[src/rtl/memory_arb_pkg.sv]
// Shared types and helpers for the memory-port arbiters.
package memory_arb_pkg;

    // Upper bound on requesters any arbiter in this family supports.
    localparam int MAX_PORTS = 8;
    localparam int MAX_IDX_W = 3;

    typedef enum logic [0:0] {
        ARB_IDLE = 1'b0,
        ARB_BUSY = 1'b1
    } arb_state_t;

    // Width of a counter that must hold values 0..max_beats.
    function automatic int beat_cnt_width(input int max_beats);
        return $clog2(max_beats + 1);
    endfunction

    // Round-robin pick: first set request bit scanning from (last+1) mod n,
    // wrapping around. Returns 0 when no request is set (callers gate with any_req).
    function automatic logic [MAX_IDX_W-1:0] rr_pick(
        input logic [MAX_PORTS-1:0] req,
        input logic [MAX_IDX_W-1:0] last,
        input int                   n
    );
        logic [MAX_IDX_W-1:0] pick;
        logic                 found;
        int                   idx;
        pick  = '0;
        found = 1'b0;
        for (int off = 1; off <= MAX_PORTS; off++) begin
            // last < n and off <= n, so a single subtraction implements the wrap.
            idx = int'(last) + off;
            if (idx >= n) begin
                idx = idx - n;
            end
            if (off <= n && !found && req[idx[MAX_IDX_W-1:0]]) begin
                pick  = idx[MAX_IDX_W-1:0];
                found = 1'b1;
            end
        end
        return pick;
    endfunction

endpackage

[src/rtl/rr_arbiter.sv]
// Combinational round-robin request picker, shared by the write- and read-side arbiters.
module rr_arbiter
    import memory_arb_pkg::*;
#(
    parameter int NUM_PORTS = 4,
    parameter int IDX_W     = $clog2(NUM_PORTS)
) (
    input  logic [NUM_PORTS-1:0] req,
    input  logic [IDX_W-1:0]     last_grant,
    output logic [IDX_W-1:0]     grant_idx,
    output logic                 any_req
);

    assign any_req   = |req;
    assign grant_idx = IDX_W'(rr_pick(MAX_PORTS'(req), MAX_IDX_W'(last_grant), NUM_PORTS));

endmodule

[src/rtl/axis_mem_arbiter.sv]
// Packet-level round-robin arbiter in front of the memory controller's
// AXI-Stream write port, with a registered output stage and a beat limit
// that cuts off runaway packets.
module axis_mem_arbiter
    import memory_arb_pkg::*;
#(
    parameter int DATA_WIDTH = 32,
    parameter int NUM_PORTS  = 4,   // 2..8
    parameter int MAX_BEATS  = 16
) (
    input  logic                                axis_aclk,
    input  logic                                axis_aresetn,
    input  logic [NUM_PORTS*DATA_WIDTH-1:0]     s_axis_tdata,
    input  logic [NUM_PORTS*(DATA_WIDTH/8)-1:0] s_axis_tstrb,
    input  logic [NUM_PORTS-1:0]                s_axis_tvalid,
    input  logic [NUM_PORTS-1:0]                s_axis_tlast,
    output logic [NUM_PORTS-1:0]                s_axis_tready,
    output logic [DATA_WIDTH-1:0]               m_axis_tdata,
    output logic [DATA_WIDTH/8-1:0]             m_axis_tstrb,
    output logic                                m_axis_tvalid,
    output logic                                m_axis_tlast,
    input  logic                                m_axis_tready,
    output logic                                grant_valid,
    output logic [$clog2(NUM_PORTS)-1:0]        grant_idx,
    output logic                                pkt_err
);

    localparam int STRB_W = DATA_WIDTH / 8;
    localparam int IDX_W  = $clog2(NUM_PORTS);
    localparam int CNT_W  = beat_cnt_width(MAX_BEATS);

    arb_state_t              state_reg,       state_next;
    logic [IDX_W-1:0]        grant_idx_reg,   grant_idx_next;
    logic                    grant_valid_reg, grant_valid_next;
    logic [IDX_W-1:0]        last_grant_reg,  last_grant_next;
    logic [CNT_W-1:0]        beat_cnt_reg,    beat_cnt_next;
    logic [DATA_WIDTH-1:0]   m_tdata_reg,     m_tdata_next;
    logic [STRB_W-1:0]       m_tstrb_reg,     m_tstrb_next;
    logic                    m_tvalid_reg,    m_tvalid_next;
    logic                    m_tlast_reg,     m_tlast_next;
    logic                    pkt_err_reg,     pkt_err_next;

    logic [DATA_WIDTH-1:0]   tdata_arr [NUM_PORTS];
    logic [STRB_W-1:0]       tstrb_arr [NUM_PORTS];

    logic [IDX_W-1:0]        rr_idx;
    logic                    rr_any;
    logic                    out_ready;
    logic                    port_ready;
    logic                    accept;
    logic                    limit_hit;
    logic                    pkt_end;
    logic                    sel_tlast;

    rr_arbiter #(
        .NUM_PORTS (NUM_PORTS),
        .IDX_W     (IDX_W)
    ) u_rr (
        .req        (s_axis_tvalid),
        .last_grant (last_grant_reg),
        .grant_idx  (rr_idx),
        .any_req    (rr_any)
    );

    // Unflatten requester buses and fan the shared ready out to the granted port only.
    generate
        for (genvar gi = 0; gi < NUM_PORTS; gi++) begin : g_port
            assign tdata_arr[gi]     = s_axis_tdata[gi*DATA_WIDTH +: DATA_WIDTH];
            assign tstrb_arr[gi]     = s_axis_tstrb[gi*STRB_W +: STRB_W];
            assign s_axis_tready[gi] = port_ready & (grant_idx_reg == IDX_W'(gi));
        end
    endgenerate

    // The output slot can take a beat when empty or when it drains this cycle.
    assign out_ready  = ~m_tvalid_reg | m_axis_tready;
    assign port_ready = (state_reg == ARB_BUSY) & out_ready;
    assign sel_tlast  = s_axis_tlast[grant_idx_reg];
    assign accept     = port_ready & s_axis_tvalid[grant_idx_reg];
    // Beat number MAX_BEATS without tlast: terminate the packet on this beat.
    assign limit_hit  = accept & ~sel_tlast & (beat_cnt_reg == CNT_W'(MAX_BEATS - 1));
    assign pkt_end    = accept & (sel_tlast | limit_hit);

    // Next-state, grant bookkeeping and output-stage loading.
    always_comb begin
        state_next       = state_reg;
        grant_idx_next   = grant_idx_reg;
        grant_valid_next = grant_valid_reg;
        last_grant_next  = last_grant_reg;
        beat_cnt_next    = beat_cnt_reg;
        m_tdata_next     = m_tdata_reg;
        m_tstrb_next     = m_tstrb_reg;
        m_tvalid_next    = m_tvalid_reg;
        m_tlast_next     = m_tlast_reg;
        pkt_err_next     = 1'b0;

        case (state_reg)
            ARB_IDLE: begin
                if (rr_any) begin
                    grant_idx_next   = rr_idx;
                    grant_valid_next = 1'b1;
                    beat_cnt_next    = '0;
                    state_next       = ARB_BUSY;
                end
            end
            ARB_BUSY: begin
                if (pkt_end) begin
                    last_grant_next  = grant_idx_reg;
                    grant_valid_next = 1'b0;
                    beat_cnt_next    = '0;
                    pkt_err_next     = limit_hit;
                    state_next       = ARB_IDLE;
                end else if (accept) begin
                    beat_cnt_next = beat_cnt_reg + CNT_W'(1);
                end
            end
            default: begin
                state_next = ARB_IDLE;
            end
        endcase

        if (accept) begin
            m_tdata_next  = tdata_arr[grant_idx_reg];
            m_tstrb_next  = tstrb_arr[grant_idx_reg];
            m_tlast_next  = sel_tlast | limit_hit;
            m_tvalid_next = 1'b1;
        end else if (m_axis_tready) begin
            m_tvalid_next = 1'b0;
        end
    end

    // State register; reset discards any in-flight beat and restores port-0 priority.
    always_ff @(posedge axis_aclk or negedge axis_aresetn) begin
        if (!axis_aresetn) begin
            state_reg       <= ARB_IDLE;
            grant_idx_reg   <= '0;
            grant_valid_reg <= 1'b0;
            last_grant_reg  <= IDX_W'(NUM_PORTS - 1);
            beat_cnt_reg    <= '0;
            m_tdata_reg     <= '0;
            m_tstrb_reg     <= '0;
            m_tvalid_reg    <= 1'b0;
            m_tlast_reg     <= 1'b0;
            pkt_err_reg     <= 1'b0;
        end else begin
            state_reg       <= state_next;
            grant_idx_reg   <= grant_idx_next;
            grant_valid_reg <= grant_valid_next;
            last_grant_reg  <= last_grant_next;
            beat_cnt_reg    <= beat_cnt_next;
            m_tdata_reg     <= m_tdata_next;
            m_tstrb_reg     <= m_tstrb_next;
            m_tvalid_reg    <= m_tvalid_next;
            m_tlast_reg     <= m_tlast_next;
            pkt_err_reg     <= pkt_err_next;
        end
    end

    assign m_axis_tdata  = m_tdata_reg;
    assign m_axis_tstrb  = m_tstrb_reg;
    assign m_axis_tvalid = m_tvalid_reg;
    assign m_axis_tlast  = m_tlast_reg;
    assign grant_valid   = grant_valid_reg;
    assign grant_idx     = grant_idx_reg;
    assign pkt_err       = pkt_err_reg;

endmodule

[config.mk]
export PLATFORM = sky130hd
export DESIGN_NAME = axis_mem_arbiter
export DESIGN_NICKNAME = d
export VERILOG_FILES = /design/src/rtl/memory_arb_pkg.sv /design/src/rtl/rr_arbiter.sv /design/src/rtl/axis_mem_arbiter.sv
export SDC_FILE = /design/constraint.sdc
export NUM_CORES = 1
export LEC_CHECK = 0
export CORE_MARGIN = 8
export CORE_UTILIZATION = 35
export DETAILED_ROUTE_END_ITERATION = 7
export GPL_TIMING_DRIVEN = 0
export PLACE_DENSITY_LB_ADDON = 0.25
export SYNTH_ARGS = -nofsm -noshare
export SYNTH_HDL_FRONTEND = slang
export SYNTH_SLANG_ARGS = --single-unit
[constraint.sdc]
create_clock -name axis_aclk -period 3.6 [get_ports axis_aclk]
set_clock_uncertainty 0.2 [all_clocks]
set_input_delay 0.72 -clock axis_aclk [delete_from_list [all_inputs] [get_ports axis_aclk]]
set_output_delay 0.72 -clock axis_aclk [all_outputs]
set_load 0.01 [all_outputs]
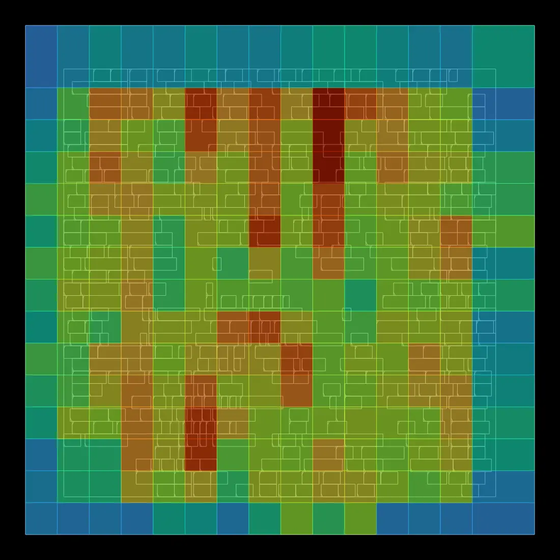
**Above:** run 1 (routing congestion map).
grt met1 use: 16.95%
gr usage total: 16.35%
DR WL/cell: 19.02 um
met3 usage: 6.279%
grt peak-use layer: met2

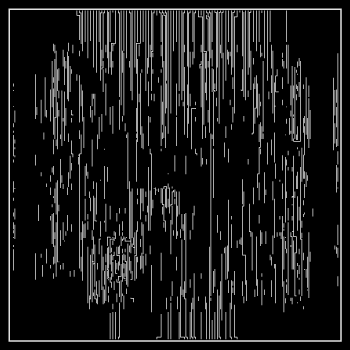
**Above:** run 1 (signal wires on met2).
(3 px per um)
wire length on this layer	5370 um
share of all routed wire	53%
longest straight run	54.1 um
M2 GR Usage: 30.44%
total wire length: 10.06 mm
vias: 2753

==> flow_summary.ini, run 1 <==
; implementation run metrics
[die]
die_w_um = 110.1
io-pin-count = 201
num_rows = 34
die_area_um2 = 12110

[clocking]
cts_sinks = 50
worstSkewPairLatency_ps = 300
clockRootBuffer = clkbuf_8
htree_levels = 2
cts_tree = done
numCtsBuffers = 5

[routing]
top_layer_used = met4
drtIter0Drc = 62
met2_length_mm = 5.369
met1_length_mm = 3.454

[power_and_ir_drop]
pg_seq_mw = 0.997
combPwrFrac_pct = 65.0
combinationalPower_mw = 2.47
p_leak_nw = 2.067
switching_share_pct = 34.69
p_int_mw = 2.483
powerDensity_nw_per_um2 = 712.1

[setup_path]
crit_top_cell = clkbuf_1
crit_arrival_ps = 2280
crit_chain = clkbuf_1, clkbuf_1, nor3b_1, clkdlybuf4s50_1

[place]
hpwlAfterDp_mm = 8.500
place.gp.congestion = 0.8805

[final_timing]
period_used_pct = 89.02
hold_viol = 0
tightest_slew_ps = 596.9
timing.slew.headroom_pct = 60.21
fmax_mhz = 312.0

[synthesis]
syn_inst = 212
seq_area_frac_synth_pct = 40.48
yosys_area_um2 = 3097

[global_routing]
grt_max_degree = 36
antenna_found_initial = 0
grt.overflow.total = 0
grt_pass1_vias = 3074
grt_first_pass_wirelength_mm = 15.48

[final_layout]
most-common-layout-cells = clkdlybuf4s50_1 (199), dfrtp_1 (48), mux2_2 (40)
antenna_cells = 0
final.fill_count = 698
drive_above_1_share_pct = 24.23
combGateArea_um2 = 1755

[run_status]
status = complete, no violations

[job]
openroad.warnings = 26
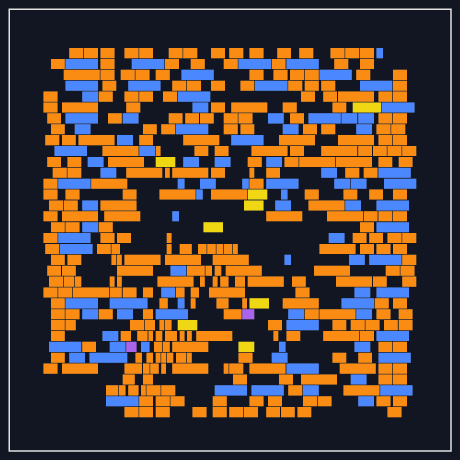
**Above:** run 1 (drive-strength map).
(4 px per um)
size	color	cells	share
_2 cells	blue	92	22%
_3 and _4 cells	purple	2	0.48%
_6 and larger	yellow	8	1.9%
_0 and _1 cells	orange	319	76%

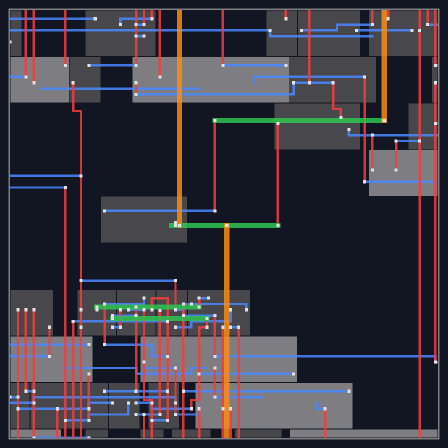
**Above:** run 1 (a small window of the routed layout).
Region (43, 43) to (68, 68) um. Cells in gray, sequential cells in the stronger gray; small squares are vias.
layer	color
metal 1	blue
metal 2	red
metal 4	orange
metal 3	green
sequential cells in the window	4
netlist names of flops here include	`beat_cnt_reg` (3), `m_axis_tdata` (1)
most frequent	dfrtp_1 (4), clkbuf_8 (3), buf_2 (2)
cells with their middle in the window	20

[run 1: synthesized netlist by cell type]
cell	n	area, um^2
or2_2	1	6.260
nand2b_1	3	18.77
and3b_1	2	17.52
buf_4	1	7.510
buf_6	1	11.26
nor4_1	1	6.260
o31ai_1	1	7.510
a21oi_1	5	25.02
and3_1	1	6.260
buf_2	7	35.03
clkbuf_1	6	22.52
nand2_1	12	45.04
o21ai_0	3	15.01
nor2_1	3	11.26
dfrtp_1	48	1201
a22o_1	2	17.52
mux2_2	40	450.4
nor3_1	3	15.01
inv_1	3	11.26
or3_1	2	12.51
a31oi_1	2	12.51
nand3_2	1	10.01
nor3b_1	5	37.54
ha_1	3	37.54
or4_1	2	15.01
mux4_2	39	878.3
and4_1	1	8.760
dfstp_2	2	52.55
mux2i_1	5	50.05
and2_1	1	6.260
nand3_1	1	5.000
or2_4	1	8.760
a211oi_1	1	7.510
o21a_1	1	7.510
o32ai_1	1	8.760
o211ai_1	1	7.510
[run 1: stage by stage]
stage | instance area, um^2 | power, mW | utilization [%] | worst slack (ps) | std cells
floorplan | 3097 | 2.501 | - | 1053 | 212
global placement | 5234 | 3.464 | 60.61 | 51.12 | 520
detailed placement | 5249 | 3.536 | 60.78 | 402.7 | 521
CTS | 5340 | 3.878 | 61.84 | 328.9 | 529
global route | 5340 | 4.103 | 61.84 | 197.3 | 529
finish | 5340 | 3.803 | 61.84 | 395.4 | 529
[run 1: final cells by class]
cell class,instances,share of cell area [%]
timing repair buffer,201,37.77
multi-input combinational,144,32.87
sequential,50,23.48
tap,108,2.530
clock buffer,7,1.617
buffer,15,1.429
inverter,3,0.2109
clock inverter,1,0.09372
[run 1: worst max-delay path, delay by kind of cell (launching register included)]
kind | cells | cell delay [ps]
buffers and inverters | 3 | 1390
flip-flops | 1 | 350
AND/OR/NAND/NOR | 1 | 250
[run 1: cells by family (layout without fill, tap and decap cells)]
family / Yosys count / after routing / share of synthesized area, %
buf+inv: 18 / 227 / 2.828
mux: 84 / 84 / 44.53
compound gates: 17 / 17 / 3.515
flops: 50 / 50 / 40.48
fa+ha+maj: 3 / 3 / 1.212
simple gates: 40 / 40 / 7.435
[run 1: final timing paths]
kind / slack (ps) / end / startpoint / depth (start not counted)
min in group axis_aclk: 300 / beat_cnt_reg[3]$_DFFE_PN0P_ / beat_cnt_reg[3]$_DFFE_PN0P_ / 1
worst min-delay path: 140 / m_axis_tdata[26]$_DFFE_PN0P_ / axis_aresetn / 1
worst min register to register: 300 / beat_cnt_reg[3]$_DFFE_PN0P_ / beat_cnt_reg[3]$_DFFE_PN0P_ / 1
max in group asynchronous: 2460 / last_grant_reg[0]$_DFFE_PN1P_ / axis_aresetn / 2
worst max-delay path: 400 / s_axis_tready[2] / grant_idx[1]$_DFFE_PN0P_ / 4
worst max register to register: 770 / grant_idx[1]$_DFFE_PN0P_ / last_grant_reg[0]$_DFFE_PN1P_ / 8
[run 1: routing by layer]
layer | global-route usage [%] | vias to the layer above
li1 | - | 1257
met1 | 16.95 | 1366
met2 | 30.44 | 124
met3 | 6.279 | 6
met4 | 3.472 | 0
met5 | 0 | -
**Run 1: sequential cells grouped by signal name**

(3 px per um) Other sequential cells in the stronger gray, the rest of the logic in the fainter gray.
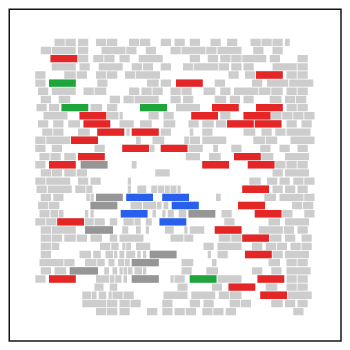

--- run 2 (diff from run 1) ---
CORE_UTILIZATION = 40   (was 35)
clock period = 4.1 ns   (was 3.6 ns; I/O delays follow)
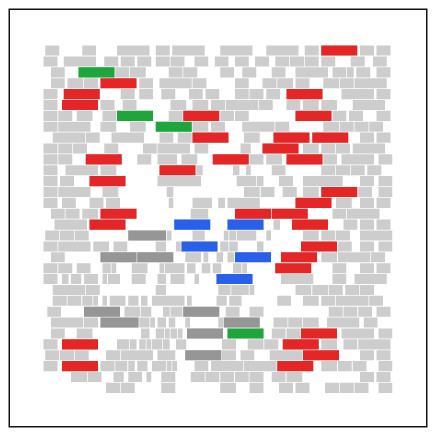
**Above:** run 2 (sequential cells grouped by signal name).
(4 px per um) Other sequential cells in the stronger gray, the rest of the logic in the fainter gray.
netlist name	color	flops
`m_axis_tstrb`	green	4
`m_axis_tdata`	red	32
`beat_cnt_reg`	blue	5

==> run 2 against run 1 <==
  * First-iteration DRC count rose by 1.6%
  * Clock-buffer cell count decreased by 1
  * Register-to-register slack improved by 560 ps
  * Clock power is 3% higher
  * Critical path type is now in2out
  * Cell area is 0.35% higher
  * Via count down 0.29%
  * Sequential power shrank 12%
  * Non-clock buffer count unchanged
  * Sequential share of layout area fell by 0.082 points
  * Die area is 11% lower
  * Combinational power is 12% lower
  * Setup slack better by 280 ps
==> flow_summary.ini, run 2 <==
; implementation run metrics
[final_layout]
most-common-layout-cells = clkdlybuf4s50_1 (199), dfrtp_1 (48), mux2_2 (40)
drive_above_1_share_pct = 24.23
design_area_um2 = 5359
final.fill_count = 561
fin_cells = 523

[final_timing]
hold_viol = 0
tightest_slew_ps = 680.9
timing.slew.headroom_pct = 54.60

[setup_path]
reg2reg_setup_slack_ps = 1330
critPathTopFamily = buffers and inverters
critPathBufInv = 2
crit_arrival_ps = 2400
crit_start = m_axis_tready

[routing]
drtIter0Drc = 63
totalWireLength_mm = 10.25
met1_length_mm = 4.100

[synthesis]
top_area_share_pct = 38.79
edf_count = 0
synth.top_cells.by_count = dfrtp_1 (48), mux2_2 (40), mux4_2 (39)
synth-async-reset-ratio_pct = 100.0
largest_area_cell = dfrtp_1
yosysMostFrequentCell = dfrtp_1
yosys_area_um2 = 3097
synth.area.top_cells = dfrtp_1 (39%), mux4_2 (28%), mux2_2 (15%)

[clocking]
numCtsBuffers = 5
htree_levels = 2
worstSkewPairLatency_ps = 300
clockRootBuffer = clkbuf_8

[run_status]
status = complete, no violations

[global_routing]
grt.overflow.total = 0
antenna_found_initial = 0
grt.total_usage_pct = 18.65

[place]
hpwlAfterDp_mm = 8.578
place.gp.congestion = 0.8815
dpl_cell_area_um2 = 5249

[power_and_ir_drop]
powerDensity_nw_per_um2 = 632.9

[hold_path]
worstHoldStart = beat_cnt_reg[3]$_DFFE_PN0P_

[die]
num_rows = 32
-- run 2: cell counts after synthesis --
No cell type changed its count.
-- run 2: area by class of cell --
| cell class | count | area, um^2 | area share [%] |
|---|---|---|---|
| flip-flops and latches | 50 | 1254 | 23.39 |
| well taps | 102 | 127.6 | 2.382 |
| repair buffers | 201 | 2024 | 37.78 |
| inverters | 3 | 11.26 | 0.2101 |
| multi-input cells | 144 | 1755 | 32.76 |
| clock buffers | 6 | 72.57 | 1.354 |
| clock inverters | 2 | 37.54 | 0.7004 |
| plain buffers | 15 | 76.32 | 1.424 |
-- run 2: power by group --
part	leakage [nW]	switching, mW	internal, mW
Sequential	0.594	0.130	0.749
Combinational	1.43	0.872	1.30
Clock	0.0514	0.163	0.182
-- run 2: worst min-delay path by stage --
| stage | end | cells after the start | slack [ps] |
|---|---|---|---|
| 2_1_floorplan | beat_cnt_reg[3]$_DFFE_PN0P_ | 1 | 240 |
| 3_3_place_gp | beat_cnt_reg[3]$_DFFE_PN0P_ | 1 | 260 |
| 3_5_place_dp | m_axis_tlast$_DFFE_PN0P_ | 2 | 260 |
| 4_1_cts | beat_cnt_reg[3]$_DFFE_PN0P_ | 1 | 290 |
| 5_1_grt | beat_cnt_reg[3]$_DFFE_PN0P_ | 1 | 310 |
| 6_report | beat_cnt_reg[3]$_DFFE_PN0P_ | 1 | 290 |
-- run 2: metrics by stage --
stage | setup WS [ps] | utilization [%] | hold WS (ps)
floorplan | 1553 | - | 240.9
global route | 616.9 | 70.44 | 308.2
global placement | 572.8 | 68.70 | 260.5
CTS | 683.5 | 70.44 | 286.5
finish | 679.0 | 70.44 | 286.8
detailed placement | 685.2 | 69.00 | 263.9
-- run 2: layer usage --
metal / vias up / track usage (%)
met5: - / 0
met4: 0 / 3.723
met3: 4 / 6.753
met2: 138 / 33.00
met1: 1344 / 21.07
li1: 1259 / -
-- run 2: worst reg2reg max path, cell delays in order (launching register included) --
cell and delay [ps]:
dfstp_2 540, buf_4 170, inv_1 90, ha_1 380, mux2i_1 160, mux2i_1 260
a211oi_1 130, or4_1 550, a22o_1 190
-- run 2: cells by family (layout without fill, tap and decap cells) --
group / count (synthesis) / after routing / share of synthesized area [%]
buffers and inverters: 18 / 227 / 2.828
multiplexers: 84 / 84 / 44.53
AND/OR/NAND/NOR: 40 / 40 / 7.435
flip-flops: 50 / 50 / 40.48
AND-OR/OR-AND: 17 / 17 / 3.515
adder cells (fa/ha/maj): 3 / 3 / 1.212
Power figures rest on the tool's default switching activity, not on a simulated workload.
